Fig. 1: drive-strength map
Drawn at 10 px/um.
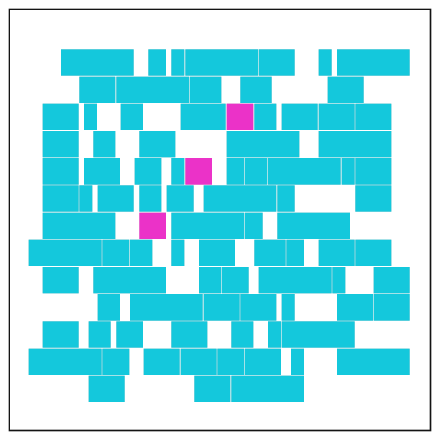
Fig. 2: I/O nets highlighted
Drawn at 10 px/um.
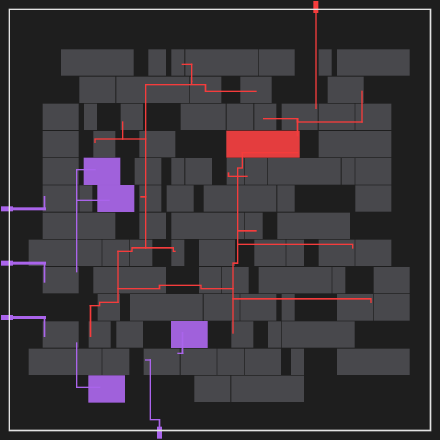
<file path="src/rtl/serial_subtractor.sv">
// Bit-serial subtractor: DIFF = A - B - BIN computed LSB first over WIDTH cycles
// with one full-subtractor cell, a borrow flop and a START/BUSY/DONE handshake.
module serial_subtractor #(
    parameter int unsigned WIDTH = 4
) (
    input  logic             clk,
    input  logic             rst_n,
    input  logic             start,
    input  logic [WIDTH-1:0] a,
    input  logic [WIDTH-1:0] b,
    input  logic             bin,
    output logic [WIDTH-1:0] diff,
    output logic             bout,
    output logic             busy,
    output logic             done
);

    localparam int unsigned CntW = (WIDTH > 1) ? $clog2(WIDTH) : 1;

    typedef enum logic {
        StIdle,
        StRun
    } state_e;

    state_e            state_q, state_d;
    logic [WIDTH-1:0]  a_q, a_d;
    logic [WIDTH-1:0]  b_q, b_d;
    logic [WIDTH-1:0]  diff_q, diff_d;
    logic [CntW-1:0]   cnt_q, cnt_d;
    logic              r_q, r_d;
    logic              bout_q, bout_d;
    logic              done_q, done_d;

    // Full-subtractor cell on the current operand LSBs.
    logic d_bit;
    logic r_next;

    assign d_bit  = a_q[0] ^ b_q[0] ^ r_q;
    assign r_next = (~a_q[0] & b_q[0]) | (~(a_q[0] ^ b_q[0]) & r_q);

    always_comb begin
        state_d = state_q;
        a_d     = a_q;
        b_d     = b_q;
        diff_d  = diff_q;
        cnt_d   = cnt_q;
        r_d     = r_q;
        bout_d  = bout_q;
        done_d  = 1'b0;

        unique case (state_q)
            StIdle: begin
                if (start) begin
                    a_d     = a;
                    b_d     = b;
                    r_d     = bin;
                    cnt_d   = '0;
                    state_d = StRun;
                end
            end
            StRun: begin
                diff_d = {d_bit, diff_q[WIDTH-1:1]};
                a_d    = a_q >> 1;
                b_d    = b_q >> 1;
                r_d    = r_next;
                cnt_d  = cnt_q + 1'b1;
                if (cnt_q == CntW'(WIDTH - 1)) begin
                    bout_d  = r_next;
                    done_d  = 1'b1;
                    state_d = StIdle;
                end
            end
            default: state_d = StIdle;
        endcase
    end

    always_ff @(posedge clk) begin
        if (!rst_n) begin
            state_q <= StIdle;
            a_q     <= '0;
            b_q     <= '0;
            diff_q  <= '0;
            cnt_q   <= '0;
            r_q     <= 1'b0;
            bout_q  <= 1'b0;
            done_q  <= 1'b0;
        end else begin
            state_q <= state_d;
            a_q     <= a_d;
            b_q     <= b_d;
            diff_q  <= diff_d;
            cnt_q   <= cnt_d;
            r_q     <= r_d;
            bout_q  <= bout_d;
            done_q  <= done_d;
        end
    end

    assign diff = diff_q;
    assign bout = bout_q;
    assign busy = (state_q == StRun);
    assign done = done_q;

endmodule

</file>
<file path="config.mk">
export PLATFORM = sky130hd
export DESIGN_NAME = serial_subtractor
export DESIGN_NICKNAME = d
export VERILOG_FILES = /design/src/rtl/serial_subtractor.sv
export SDC_FILE = /design/constraint.sdc
export NUM_CORES = 1
export LEC_CHECK = 0
export ABC_AREA = 0
export CAP_MARGIN = 20
export CORE_MARGIN = 1.5
export CORE_UTILIZATION = 50
export CTS_CLUSTER_DIAMETER = 120
export DETAILED_ROUTE_END_ITERATION = 12
export MAX_ROUTING_LAYER = met4
export PLACE_DENSITY = 0.8
export SLEW_MARGIN = 10
export SYNTH_ARGS = -nofsm -noshare
export SYNTH_HDL_FRONTEND = slang
export SYNTH_SLANG_ARGS = --single-unit
</file>
<file path="constraint.sdc">
create_clock -name clk -period 3.6 [get_ports clk]
set_input_delay 0.72 -clock clk [delete_from_list [all_inputs] [get_ports clk]]
set_output_delay 0.72 -clock clk [all_outputs]
set_load 0.005 [all_outputs]
</file>
==> results.toml <==
# flow metrics
[floorplanning]
row_count = 13
initial_core_util_pct = 56.26
chipArea_um2 = 1762
core_um2 = 1350
die_width_um = 41.98

[final_timing]
period_minus_slack_ps = 2438
max_freq_mhz = 410.1
clock_skew_ps = 5.819
fin_tns_setup_ps = 0
rsz0062_at_grt = "false"
finalClockPeriodUsage_pct = 67.73
tightest_slew_ps = 728.4
finalMaxSlewViolations = 0
relSlewSlack_pct = 51.37
final_hold_viol_count = 0

[logic_synthesis]
edf_count = 0
synthDistinctLibCells = 19
syn_avg_cell_area_um2 = 10.40
netlist_top_cells_area = "dfxtp_1 (47%), mux2i_1 (17%), a211oi_1 (6.9%)"
numSynthFlops = 18
ys_cells = 73
async_reset_ff_share_pct = 0
ff_type = "dfxtp_1"
yosysTopAreaCell = "dfxtp_1"
syn_nets = 87
netlist_instances = 73
yosysWarnings = 0
synth_seq_share_pct = 47.45
synth_area_um2 = 759.5
synth_top_area_share_pct = 47.45

[clock_tree]
cts_hold_buf = 0
cts_buffer_depth = 2
htree_levels = 1
cts_tree = "yes"
ctsRootBufferMaster = "clkbuf_4"
cts_buffers = 3
post_cts_buffers = 0
cts.sinks = 18

[setup_path]
path_delay_family = "flip-flops"
slowest_delay_ps = 800
worst-path-buf-inv = 1
critPathKind = "flip-flop to output pin"
r2r_setup_slack_ps = 2120
r2r-end = "b_q[2]"
cp-end-kind = "output pin"
required_ps = 2880
path_cells = "clkdlybuf4s50_1"
r2r_cells = 2

[min_path]
min-delay-start = "b_q[3]"
hold_class = "flip-flop to flip-flop"

[global_routing]
grt_antenna_before_repair = 0
grt_overflow_total = 0
grt_pass1_vias = 629
grt_pass1_wl_mm = 2.580
grtUsageTotal_pct = 19.51
grt_max_degree = 24

[place]
dpl.hpwl_mm = 1.005
dpl-instance-area_um2 = 929.6

[power]
combPwrFrac_pct = 14.5
total_switching_power_uw = 91.20
p_per_area_nw_per_um2 = 392.9
internal_power_uw = 282.9
swShare_pct = 24.38

[detailed_routing]
routed_wl_mm = 1.350
drc = 0
ant_nets = 0
initialDrtViolationCount = 0
post_drt_wl_per_cell_um = 12.86
viasPerCell = 5.333

[job]
cap_violations = 0

[final_layout]
nets = 106

[outcome]
status = "complete, no violations"
Back to the opening pictures, Fig. 1:
color	size	cells	share
cyan	drive 1 or less	87	97%
magenta	drive 3 to 4	3	3.3%
buffer count excluding the clock tree in the final layout: 18
area delta synth->final: 25.37%
design area: 952.2 um^2

Back to the opening pictures, Fig. 2:
color	port	bits	direction	end cells	buffers	wire
red	`busy`	1	output	1	1	147 um
purple	`a`	4	input	4	4	46.4 um
Port Buffer Count: 18
boundary pin count: 19

==> cells in the final DEF, fill, tap and decap left out, drive strengths merged, types with 3 or more instances in the layout <==
cell type and n:
dfxtp 18, clkdlybuf4s50 18, mux2i 13, a211oi 7
nor2b 6, nor2 6, inv 4, a21oi 4
clkbuf 3
==> layer usage <==
metal  up-vias  GRT usage, %  wire [um]
li1        290             -          -
met1       251         21.15        605
met2        17         34.69        687
met3         2         5.172         51
met4         0         5.806          5
met5         -             -          0
==> power groups by stage <==
| stage | Sequential [mW] | Combinational, mW | Clock, mW |
|---|---|---|---|
| after detailed placement | 0.227 | 0.0549 | 0 |
| after global placement | 0.226 | 0.0525 | 0 |
| final | 0.222 | 0.0544 | 0.0974 |
| after CTS | 0.222 | 0.0552 | 0.0988 |
| after floorplan | 0.221 | 0.0368 | 0 |
| after global routing | 0.224 | 0.0603 | 0.109 |
==> logic make-up (layout without fill, tap and decap cells) <==
| family | after synthesis | in the layout | share of synthesized area (%) |
|---|---|---|---|
| simple gates | 19 | 19 | 14.00 |
| flops | 18 | 18 | 47.45 |
| compound gates | 13 | 13 | 11.37 |
| mux | 13 | 13 | 17.13 |
| buf+inv | 8 | 25 | 5.766 |
| fa+ha+maj | 2 | 2 | 4.283 |
==> flip-flops by register name, summed over array words and instances, names as in the netlist <==
| signal | count |
|---|---|
| r_q | 1 |
| a_q | 4 |
| busy | 1 |
| cnt_q | 2 |
| b_q | 4 |
| diff | 4 |
| bout | 1 |
| done | 1 |
==> metrics by stage <==
step                hold slack, ps  utilization [%]  worst slack, ps  std cells
floorplan                    461.1                -             2357         73
global placement             474.6            68.86             1475        102
detailed placement           494.5            68.86             1423        102
CTS                          518.9            70.53             1164        105
global route                 542.4            70.53             1077        105
finish                       508.5            70.53             1162        105
==> how the worst max path moves through the flow <==
| stage | depth (start not counted) | end | slack, ps | from |
|---|---|---|---|---|
| after detailed placement | 3 | cnt_q[0] | 1420 | start |
| after CTS | 1 | busy | 1160 | busy |
| final | 1 | busy | 1160 | busy |
| after global placement | 3 | cnt_q[1] | 1470 | start |
| after global routing | 1 | busy | 1080 | busy |
| after floorplan | 2 | cnt_q[1] | 2360 | start |
==> final cells by class <==
| type | instances | area (um^2) | share of cell area (%) |
|---|---|---|---|
| sequential | 18 | 360.3 | 37.84 |
| multi-input combinational | 47 | 355.3 | 37.32 |
| timing repair buffer | 18 | 180.2 | 18.92 |
| clock buffer | 3 | 22.52 | 2.365 |
| tap | 15 | 18.77 | 1.971 |
| inverter | 4 | 15.01 | 1.577 |
No activity file was given, so power comes from the tool's default toggle rates.
